run_1/placement.png
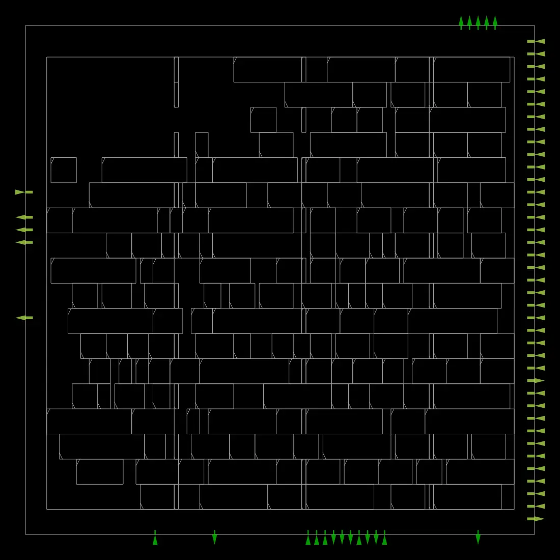
run_1/sizes.png
(6 px per um)
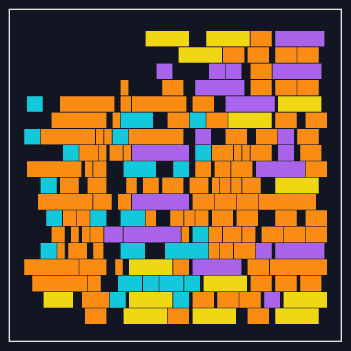
run_1/flops_by_reg.png
(6 px per um)
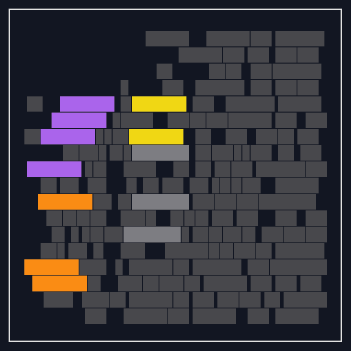
File: src/rtl/fifo_wr_arbiter.sv
// Round-robin arbiter that shares one FIFO write port among NUM_REQ valid/ready/last streams.
// A grant covers one burst, which ends at end-of-packet or after MAX_BURST words.
module fifo_wr_arbiter #(
  parameter int NUM_REQ    = 4,
  parameter int DATA_WIDTH = 8,
  parameter int MAX_BURST  = 4
) (
  input  logic                          clk,
  input  logic                          reset_n,
  input  logic [NUM_REQ-1:0]            i_valid,
  input  logic [NUM_REQ*DATA_WIDTH-1:0] i_data,
  input  logic [NUM_REQ-1:0]            i_last,
  output logic [NUM_REQ-1:0]            o_ready,
  output logic                          o_valid_s,
  output logic [DATA_WIDTH-1:0]         o_data_s,
  input  logic                          i_ready_s,
  input  logic                          i_almostfull,
  output logic [NUM_REQ-1:0]            o_grant,
  output logic                          o_busy
);

  localparam int IDX_W = $clog2(NUM_REQ);
  localparam int CNT_W = $clog2(MAX_BURST + 1);
  localparam logic [IDX_W-1:0]   PTR_RST  = IDX_W'(NUM_REQ - 1);
  localparam logic [CNT_W-1:0]   CNT_MAX  = CNT_W'(MAX_BURST);
  localparam logic [CNT_W-1:0]   CNT_ONE  = CNT_W'(1);
  localparam logic [NUM_REQ-1:0] ONE_HOT0 = {{(NUM_REQ-1){1'b0}}, 1'b1};

  typedef enum logic [0:0] {
    ST_IDLE  = 1'b0,
    ST_GRANT = 1'b1
  } state_e;

  state_e             state_q, state_d;
  logic [NUM_REQ-1:0] grant_q, grant_d;
  logic [IDX_W-1:0]   gidx_q, gidx_d;
  logic [IDX_W-1:0]   ptr_q, ptr_d;
  logic [CNT_W-1:0]   cnt_q, cnt_d;
  logic [IDX_W-1:0]   sel_idx_s;
  logic               sel_found_s;
  logic               xfer_s;
  logic               release_s;

  // Round-robin pick: first valid requester after the pointer, with wrap-around.
  always_comb begin
    sel_found_s = 1'b0;
    sel_idx_s   = '0;
    for (int i = 1; i <= NUM_REQ; i++) begin
      sel_idx_s   = (!sel_found_s && i_valid[(int'(ptr_q) + i) % NUM_REQ])
                    ? IDX_W'((int'(ptr_q) + i) % NUM_REQ) : sel_idx_s;
      sel_found_s = sel_found_s | i_valid[(int'(ptr_q) + i) % NUM_REQ];
    end
  end

  assign xfer_s    = (state_q == ST_GRANT) & i_valid[gidx_q] & i_ready_s;
  assign release_s = xfer_s & (i_last[gidx_q] | ((cnt_q + CNT_ONE) == CNT_MAX));

  // Next-state logic plus the combinational pass-through of the granted stream.
  always_comb begin
    state_d   = state_q;
    grant_d   = grant_q;
    gidx_d    = gidx_q;
    ptr_d     = ptr_q;
    cnt_d     = cnt_q;
    o_valid_s = 1'b0;
    o_data_s  = '0;
    o_ready   = '0;
    case (state_q)
      ST_IDLE: begin
        // Almost-full only gates new grants; i_ready_s is not consulted here.
        if (sel_found_s && !i_almostfull) begin
          state_d = ST_GRANT;
          grant_d = ONE_HOT0 << sel_idx_s;
          gidx_d  = sel_idx_s;
          cnt_d   = '0;
        end else begin
          state_d = ST_IDLE;
          grant_d = '0;
        end
      end
      ST_GRANT: begin
        o_valid_s       = i_valid[gidx_q];
        o_data_s        = i_data[int'(gidx_q)*DATA_WIDTH +: DATA_WIDTH];
        o_ready[gidx_q] = i_ready_s;
        if (release_s) begin
          state_d = ST_IDLE;
          grant_d = '0;
          ptr_d   = gidx_q;
          cnt_d   = '0;
        end else if (xfer_s) begin
          cnt_d = cnt_q + CNT_ONE;
        end else begin
          cnt_d = cnt_q;
        end
      end
      default: begin
        state_d = ST_IDLE;
        grant_d = '0;
        cnt_d   = '0;
      end
    endcase
  end

  // State registers; reset leaves the pointer at the last requester so requester 0 wins first.
  always_ff @(posedge clk or negedge reset_n) begin
    if (!reset_n) begin
      state_q <= ST_IDLE;
      grant_q <= '0;
      gidx_q  <= '0;
      ptr_q   <= PTR_RST;
      cnt_q   <= '0;
    end else begin
      state_q <= state_d;
      grant_q <= grant_d;
      gidx_q  <= gidx_d;
      ptr_q   <= ptr_d;
      cnt_q   <= cnt_d;
    end
  end

  assign o_grant = grant_q;
  assign o_busy  = (state_q == ST_GRANT);

endmodule

File: config.mk
export PLATFORM = sky130hd
export DESIGN_NAME = fifo_wr_arbiter
export DESIGN_NICKNAME = d
export VERILOG_FILES = /design/src/rtl/fifo_wr_arbiter.sv
export SDC_FILE = /design/constraint.sdc
export NUM_CORES = 1
export LEC_CHECK = 0
export CORE_MARGIN = 2
export CORE_UTILIZATION = 38
export CTS_BUF_LIST = sky130_fd_sc_hd__clkbuf_2 sky130_fd_sc_hd__clkbuf_4 sky130_fd_sc_hd__clkbuf_8
export DETAILED_ROUTE_END_ITERATION = 10
export HOLD_SLACK_MARGIN = 0.08
export PLACE_DENSITY = 0.88
export SYNTH_ARGS = -nofsm -noshare
export SYNTH_HDL_FRONTEND = slang
export SYNTH_SLANG_ARGS = --single-unit
File: constraint.sdc
create_clock -name clk -period 2.5 [get_ports clk]
set_clock_uncertainty 0.2 [all_clocks]
set_input_delay 0.375 -clock clk [delete_from_list [all_inputs] [get_ports clk]]
set_output_delay 0.375 -clock clk [all_outputs]
set_load 0.1 [all_outputs]
==> impl_metrics.ini, run 1 <==
; synthesis and place-and-route metrics
[detailed_routing]
routed_wl_um = 3507
drcViolationCount = 0
wl_per_cell_um = 18.27
drtIter0Drc = 30
ant_nets = 0
drtPass1Iterations = 4

[floorplan]
io_pins = 62
die_h_um = 55.10

[global_routing]
grt_max_degree = 19
gr-total-overflow = 0
antenna_found_initial = 0
grt_usage = 0.2384

[cts]
hold_buffers = 0
numCtsBuffers = 3
htreeDepth = 1
post_cts_buffers = 0
post_cts_resized = 0

[timing]
clock.fmax_mhz = 419.3
rsz0062_at_grt = false
max-slew-margin-rel = 0.6191
fin_crit_sh = 0.9539
finalHoldViolations = 0
worst_hold_slack_ps = 236.5
worst_pin_slew_ps = 570.2

[synthesis]
ys_top_cells_by_area = dfrtp_1 25%, mux4_2 16%, dfstp_2 5.3%
avgSynthCellArea_um2 = 10.34
synthCells = 96
ys.flops = 12
fp_nets = 142
yosys.area.top_type = dfrtp_1
ys_types = 30
synth_top_area_share = 0.2522

[critical_path]
cp_data_required_time_ps = 1920
cp_max_fo = 10
start_kind = flop
crit_type = flop to primary output

[flow_run]
warning_count = 27

[layout]
antenna_cells = 0
most-common-layout-cells = 43 x clkdlybuf4s50_1, 13 x buf_12, 13 x buf_4

[hold_path]
hold_path.class = input port to asynchronous set/reset pin

[run_status]
status = finished clean
About placement.png:
post-route core utilization: 0.7520
std cell rows: 18
Seq/total area: 0.1632

About sizes.png:
color	size	cells	most used
purple	_2 cells	19	and2_2
yellow	_6 and larger	14	buf_12
orange	_0 and _1 cells	106	clkdlybuf4s50_1
cyan	_3 and _4 cells	23	buf_4
Non-CTS buffers: 69
final worst slack: 115.2 ps
Area Growth Syn to Fin: 87.77%
Design Area, Final: 0.001863 mm^2

About flops_by_reg.png:
color	signal	placed flops
purple	o_grant	4
orange	cnt_q	3
yellow	gidx_q	2
not colored	3
Flop area: 304.0 um^2

==> run 1: kinds of logic (layout without fill, tap and decap cells) <==
family / after synthesis / in the layout / share of synthesized area
buffers and inverters: 10 / 76 / 0.05674
adders and majority gates: 2 / 2 / 0.02522
AOI/OAI and AO/OA: 21 / 21 / 0.1488
xor gates and xnor gates: 1 / 1 / 0.008829
muxes: 13 / 13 / 0.2623
DFF: 12 / 12 / 0.3052
and+or+nand+nor: 37 / 37 / 0.1929
==> run 1: cell usage after synthesis <==
master,instances
dfrtp_1,10
nand2_1,10
and2_1,8
mux4_2,7
nor2_1,6
nor2b_1,6
o22ai_1,4
a21oi_1,3
buf_2,3
inv_1,3
nand2b_1,3
o21ai_0,3
o2bb2ai_1,3
a211o_1,2
a211oi_1,2
buf_6,2
clkbuf_1,2
dfstp_2,2
ha_1,2
mux2_4,2
mux2i_1,2
mux4_1,2
nand3b_1,2
a21oi_2,1
a22o_1,1
nand3_1,1
nor3_1,1
o211ai_1,1
o22a_1,1
xor2_1,1
==> run 1: worst max-delay path, cell delays in order, from the launching register on <==
cell and delay (ps):
dfrtp_1 360, buf_4 200, mux4_1 580, and2_2 230, buf_12 160
==> run 1: area by class of cell <==
class,count,area (um^2)
fill,164,614.3
timing repair buffer,69,788.3
tap,30,37.54
multi-input combinational,74,685.7
inverter,3,11.26
sequential,12,304.0
clock buffer,4,36.28
==> run 1: metrics by stage <==
step / instances / utilization / worst slack [ps] / instance area [um^2]
floorplan: 96 / - / 112.6 / 1046
global placement: 188 / 0.7374 / 207.8 / 1827
detailed placement: 188 / 0.7374 / 115.8 / 1827
CTS: 192 / 0.7520 / 106.0 / 1863
global route: 192 / 0.7520 / 50.46 / 1863
finish: 192 / 0.7520 / 115.2 / 1863
==> run 1: layer usage <==
metal | part of all wire | global-route usage
met5 | 0 | 0
met4 | 0.016 | 0.06504
met3 | 0.14 | 0.07527
met2 | 0.47 | 0.4167
met1 | 0.38 | 0.2804
==> run 1: state kept, by name (all words and copies together), names as in the netlist <==
name / count
gidx_q: 2
cnt_q: 3
ptr_q: 2
o_busy: 1
o_grant: 4
==> run 1: final timing paths <==
path                                             start                      to  slack [ps]  depth (start not counted)
worst max-delay path             gidx_q[0]$_DFFE_PN0P_             o_data_s[7]         120                          4
worst min register to register  o_grant[3]$_DFFE_PN0P_  o_grant[3]$_DFFE_PN0P_         360                          2
worst min-delay path                           reset_n    cnt_q[1]$_DFFE_PN0P_         240                          1
worst max register to register   gidx_q[0]$_DFFE_PN0P_    ptr_q[0]$_DFFE_PN1P_         380                          5
min in group clk                o_grant[3]$_DFFE_PN0P_  o_grant[3]$_DFFE_PN0P_         360                          2
max in group asynchronous                      reset_n        o_busy$_DFF_PN0_        1490                          1
run_1/placement_by_type.png
(8 px per um)
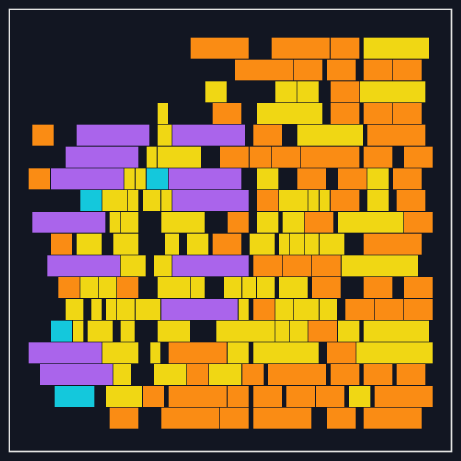

==> run 1 -> run 2 <==
ABC_AREA = 1   (was not set)
CORE_UTILIZATION = 39   (was 38)
run_2/placement_by_type.png
(8 px per um)
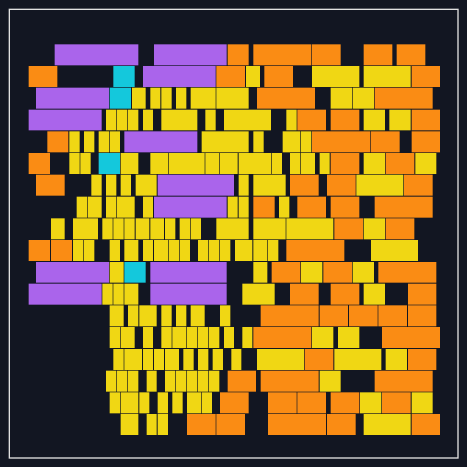
color	class	cells	share of their area
orange	remaining buffers and delay cells	62	38%
yellow	combinational and other logic	150	45%
cyan	clock drivers and dummy loads	4	1.5%
purple	sequential cells	12	16%
Seq/total area: 0.1550
Design Area, Final: 0.001986 mm^2

==> run 2 against run 1 <==
  * Area after synthesis up 5.9%
  * Maximum frequency rose by 1.2%
  * Highest routed layer unchanged
  * Wire length grew 1.5%
  * Critical path depth rose by 2
  * Critical path type unchanged
  * Global-route usage down 0.066 points
==> impl_metrics.ini, run 2 <==
; synthesis and place-and-route metrics
[synthesis]
yosys.area.top_type = dfrtp_1
most_common_cell = nand2_1
synth-edff-count = 0
synth_top_area_share = 0.2381
ys.flop_type = dfrtp_1
async_flop_share = 1.000
ys_top_cells_by_area = dfrtp_1 24%, nand2_1 21%, a22oi_1 11%
ys_types = 21

[layout]
most-common-layout-cells = 58 x nand2_1, 43 x clkdlybuf4s50_1, 16 x a22oi_1
antenna_cells = 0
syn2layout_area_growth_pct = 88.93
logic_area_um2 = 802.0
fill_cells = 175

[run_status]
status = finished clean

[cts]
htreeDepth = 1

[timing]
finalHoldViolations = 0
clock.fmax_mhz = 424.3
worst_pin_slew_ps = 522.3
max-slew-margin-rel = 0.6507

[critical_path]
r2r-start = gidx_q[1]$_DFFE_PN0P_
worst_r2r_endpoint = cnt_q[2]$_DFFE_PN0P_
worstRegToRegCells = 11
crit_type = flop to primary output
cp_max_fo = 8
reg2reg_setup_slack_ps = 480

[floorplan]
io_pins = 62
rows = 18

[global_routing]
grt_usage = 0.2377
grt_max_degree = 13

[detailed_routing]
drcViolationCount = 0
drtIter0Drc = 64
drtPass1Iterations = 6
wl_per_cell_um = 13.80
routed_wl_um = 3561

[hold_path]
hold_path.class = input port to asynchronous set/reset pin
[run 2: per-stage QoR]
stage	hold WS, ps	cells	util	setup slack, ps
global placement	269.7	254	0.7728	327.7
finish	244.8	258	0.7872	143.0
global route	296.8	258	0.7872	26.67
detailed placement	266.6	254	0.7728	320.0
floorplan	-120.6	164	-	76.36
CTS	264.8	258	0.7847	44.90
[run 2: repair_timing]
item,4_1_cts,5_1_grt
gates resized,0,2
hold buffers,0,0
setup endpoints to repair,0,8
[run 2: area by class of cell]
type | count | area share
multi-input combinational | 131 | 0.4039
timing repair buffer | 62 | 0.3705
sequential | 12 | 0.1550
inverter | 19 | 0.03655
tap | 30 | 0.01890
clock buffer | 4 | 0.01512
[run 2: kinds of logic after synthesis]
family / count (synthesis) / share of synthesized area
AND/OR/NAND/NOR: 94 / 0.3917
AND-OR/OR-AND: 34 / 0.2060
buffers and inverters: 21 / 0.08214
flip-flops: 12 / 0.2881
adder cells (fa/ha/maj): 2 / 0.02381
XOR/XNOR: 1 / 0.008335
[run 2: routing by layer]
layer / share of wire / vias up / routed length, um / track usage
met1: 0.41 / 627 / 1471 / 0.3036
met4: 0.011 / 0 / 39 / 0.04082
met2: 0.50 / 77 / 1790 / 0.4371
met5: 0 / - / 0 / 0
met3: 0.073 / 7 / 259 / 0.02558
li1: - / 674 / - / -
[run 2: how the worst max path moves through the flow]
| stage | start | endpoint | slack [ps] | cells after the start |
|---|---|---|---|---|
| 2_1_floorplan | o_busy$_DFF_PN0_ | o_ready[0] | 80 | 2 |
| 3_3_place_gp | i_ready_s | o_ready[0] | 330 | 4 |
| 3_5_place_dp | i_ready_s | o_ready[0] | 320 | 4 |
| 4_1_cts | gidx_q[0]$_DFFE_PN0P_ | o_data_s[1] | 40 | 4 |
| 5_1_grt | gidx_q[1]$_DFFE_PN0P_ | o_data_s[1] | 30 | 6 |
| 6_report | gidx_q[1]$_DFFE_PN0P_ | o_data_s[1] | 140 | 6 |
[run 2: worst max-delay path, stage by stage, from the launching register on]
cell and delay, ps:
dfrtp_1 460, inv_2 170, nand2_1 90, inv_1 230, a22oi_1 170, a21oi_4 190, buf_12 190
